Design approx_mult_seq_ctrl_flat, sky130hd; sources not shown.
Fig. 1: run 1, metal 4
Supply wires on this layer in gray.
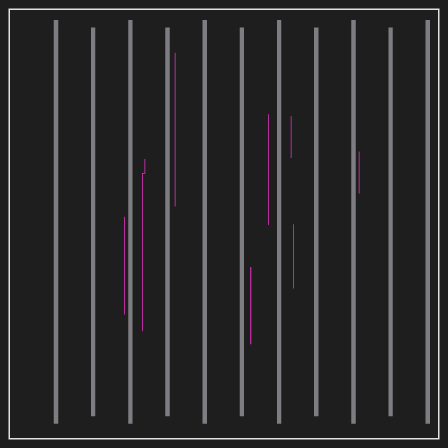
wire length on this layer = 276 µm
nets with wire on the layer = 6
share of all routed wire = 1.3%
longest straight run = 57.5 µm
main direction = vertical
via count: 6728
WL final: 21.4 mm

Fig. 2: run 1, met1 routing
Supply wires on this layer in gray.
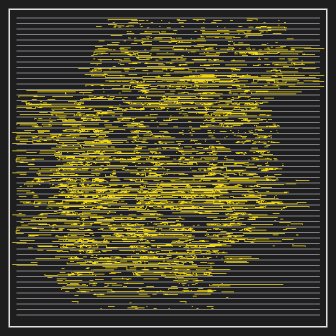
main direction = horizontal
longest straight run = 38.2 µm
met1 usage: 24.9%

Fig. 3: run 1, clock routing
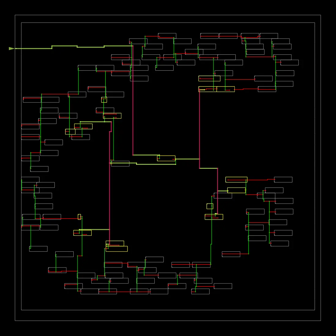
FFs & Latches: 100
CLK BUF: 11

==> impl_metrics.csv, run 1 <==
group,metric,value,unit
flow_run,cap_violations,0,
floorplanning,die_h,156,µm
critical_path,endpoint_kind,"flop",
timing,setup_viol,1,
critical_path,cpLargestDelayFamily,"adder cells",
logic_synthesis,logic_family,"adder cells",
route,antenna_left,0,
status,status,"complete, but fails checks",
route,remaining_drc_errors,0,
clock_network,cts_buffer_depth,2,
logic_synthesis,synth_xor_xnor_area_share,4.72,%
floorplanning,taps,280,
global_routing,grt_pass1_wl,34.8,mm
critical_path,cp.depth,29,
global_routing,gr-total-overflow,0,
timing,worst_slack,-24.4,ps
route,first_iter_violations,299,
global_routing,use_met2,28.4,%
timing,finClkSkew,10.0,ps
logic_synthesis,syn_nets,947,
cells_and_area,syn_to_final_growth,43.3,%
critical_path,critPathLaunchType,"flop",
cells_and_area,utilization,51.4,%
logic_synthesis,ff_type,"dfrtp_1",
critical_path,timing.reg2reg.setup_slack,-20,ps
cells_and_area,nNonClkInverters,68,
critical_path,crit_fanout,8,
timing,maxSlewViolCount,0,
timing,worst_slew_pin_slew,865,ps
logic_synthesis,simple_gate_share,11.6,%
clock_network,cts_hold_buf,0,
status,violations,"setup timing",
logic_synthesis,async_flop_share,100,%
placement,dp_hpwl,15.8,mm
timing,hold_viol,0,
==> run 2, diff against run 1 <==
--- a/config.mk
+++ b/config.mk
@@ -6,9 +6,10 @@
 export NUM_CORES = 1
 export LEC_CHECK = 0
 export CORE_MARGIN = 3
-export CORE_UTILIZATION = 35
+export CORE_UTILIZATION = 40
 export CTS_CLUSTER_SIZE = 30
 export DETAILED_ROUTE_END_ITERATION = 6
+export GPL_ROUTABILITY_DRIVEN = 0
 export PLACE_DENSITY_LB_ADDON = 0.25
 export SLEW_MARGIN = 25
 export SYNTH_ARGS = -nofsm -noshare
Fig. 4: run 2, routed metal, one color a layer
Only two layers are drawn.
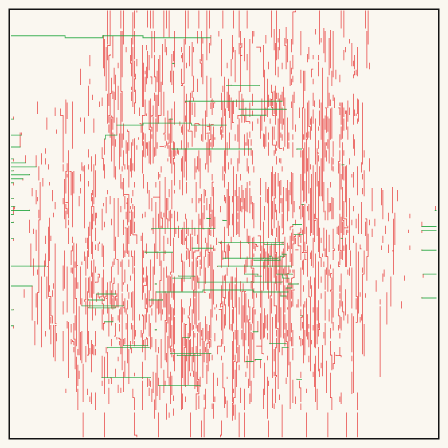
met2 -> red  # wire length 9750 µm
met3 -> green  # wire length 680 µm
WL final: 20.7 mm
Avg WL per Cell: 16.0 µm

==> impl_metrics.csv, run 2 <==
group,metric,value,unit
critical_path,endpoint_kind,"flop",
logic_synthesis,ff_type,"dfrtp_1",
timing,worst_slew_pin_slew,856,ps
critical_path,cp.depth,30,
route,via_count,6756,
timing,worst_slack,-94.6,ps
timing,finClkSkew,6.11,ps
logic_synthesis,synth_xor_xnor_area_share,4.72,%
cells_and_area,nClkBuffers,12,
critical_path,critPathLaunchType,"flop",
timing,setup_viol,10,
cells_and_area,utilization,59.4,%
floorplanning,die_h,147,µm
clock_network,cts_hold_buf,0,
flow_run,cap_violations,0,
route,first_iter_violations,366,
global_routing,use_met2,30.2,%
status,violations,"setup timing",
placement,dp_hpwl,15.3,mm
logic_synthesis,async_flop_share,100,%
logic_synthesis,simple_gate_share,11.6,%
cells_and_area,nNonClkInverters,68,
timing,maxSlewViolCount,0,
critical_path,crit_fanout,5,
critical_path,timing.reg2reg.setup_slack,-90,ps
floorplanning,taps,260,
logic_synthesis,syn_nets,947,
cells_and_area,syn_to_final_growth,43.1,%
global_routing,use_met1,27.0,%
route,remaining_drc_errors,0,
critical_path,cpLargestDelayFamily,"adder cells",
timing,hold_viol,0,
status,status,"complete, but fails checks",
global_routing,grt_pass1_wl,33.0,mm
Fig. 5: run 2, layout detail
The bar under the picture is 10 µm long. Region (58, 58) to (88, 88) µm. Cells in gray, sequential cells in the stronger gray; small squares are vias.
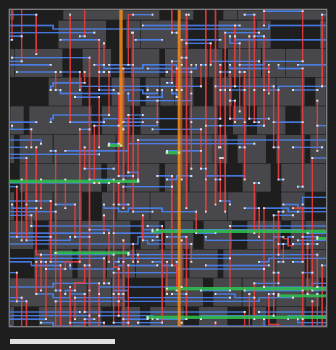
met2 -> red
met1 -> blue
met4 -> orange
met3 -> green
cells with their middle in the window = 80
sequential cells in the window = 0
most frequent = buf_4 (22), nor2_1 (8), nand2_1 (4)

==> run 3, diff against run 2 <==
--- a/config.mk
+++ b/config.mk
@@ -7,10 +7,12 @@
 export LEC_CHECK = 0
 export CORE_MARGIN = 3
 export CORE_UTILIZATION = 40
+export CTS_BUF_LIST = sky130_fd_sc_hd__clkbuf_4 sky130_fd_sc_hd__clkbuf_8
 export CTS_CLUSTER_SIZE = 30
 export DETAILED_ROUTE_END_ITERATION = 6
 export GPL_ROUTABILITY_DRIVEN = 0
 export PLACE_DENSITY_LB_ADDON = 0.25
+export SKIP_LAST_GASP = 1
 export SLEW_MARGIN = 25
 export SYNTH_ARGS = -nofsm -noshare
 export SYNTH_HDL_FRONTEND = slang
Fig. 6: run 3, met1 routing
Supply wires on this layer in gray.
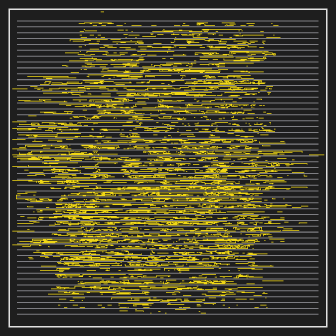
share of all routed wire = 48%
longest straight run = 40.9 µm
nets with wire on the layer = 1095
wire length on this layer = 9940 µm
met1 usage: 27.2%
via count: 6789
WL final: 20.7 mm

==> impl_metrics.csv, run 3 <==
group,metric,value,unit
status,status,"complete, but fails checks",
status,violations,"setup timing",
timing,fmax,150,MHz
route,first_iter_violations,408,
global_routing,use_met2,30.1,%
timing,setup_viol,3,
timing,finClkSkew,6.84,ps
route,remaining_drc_errors,0,
clock_network,clk_latency,390,ps
cells_and_area,syn_to_final_growth,41.7,%
critical_path,cp_slowest_cell,"fa_1",
flow_run,cap_violations,0,
logic_synthesis,syn_avg_cell_area,9.86,µm²
floorplanning,die_h,147,µm
critical_path,cpLargestDelayFamily,"adder cells",
timing,worst_slack,-47.5,ps
clock_network,cts_hold_buf,0,
timing,maxSlewViolCount,0,
logic_synthesis,simple_gate_share,11.6,%
logic_synthesis,top_area_share,31.7,%
critical_path,crit_fanout,7,
critical_path,endpoint_kind,"flop",
cells_and_area,nonClkBufAreaFrac,18.6,%
global_routing,grt_pass1_wl,33.2,mm
critical_path,cp.depth,31,
timing,worst_slew_pin_slew,853,ps
logic_synthesis,syn_nets,947,
cells_and_area,nClkBuffers,12,
cells_and_area,utilization,58.9,%
timing,hold_viol,0,
critical_path,timing.reg2reg.setup_slack,-50,ps
cells_and_area,nNonClkInverters,68,
cells_and_area,ff_count,100,
placement,dp_hpwl,15.3,mm
logic_synthesis,ff_type,"dfrtp_1",
critical_path,critPathLaunchType,"flop",
logic_synthesis,synth_xor_xnor_area_share,4.72,%
floorplanning,taps,260,
logic_synthesis,async_flop_share,100,%
Fig. 7: run 3, metal 4
Supply wires on this layer in gray.
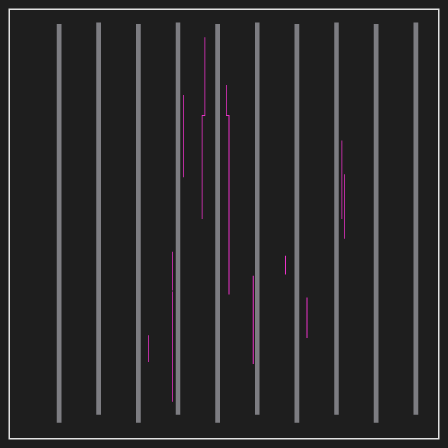
longest straight run = 61.1 µm
share of all routed wire = 1.5%

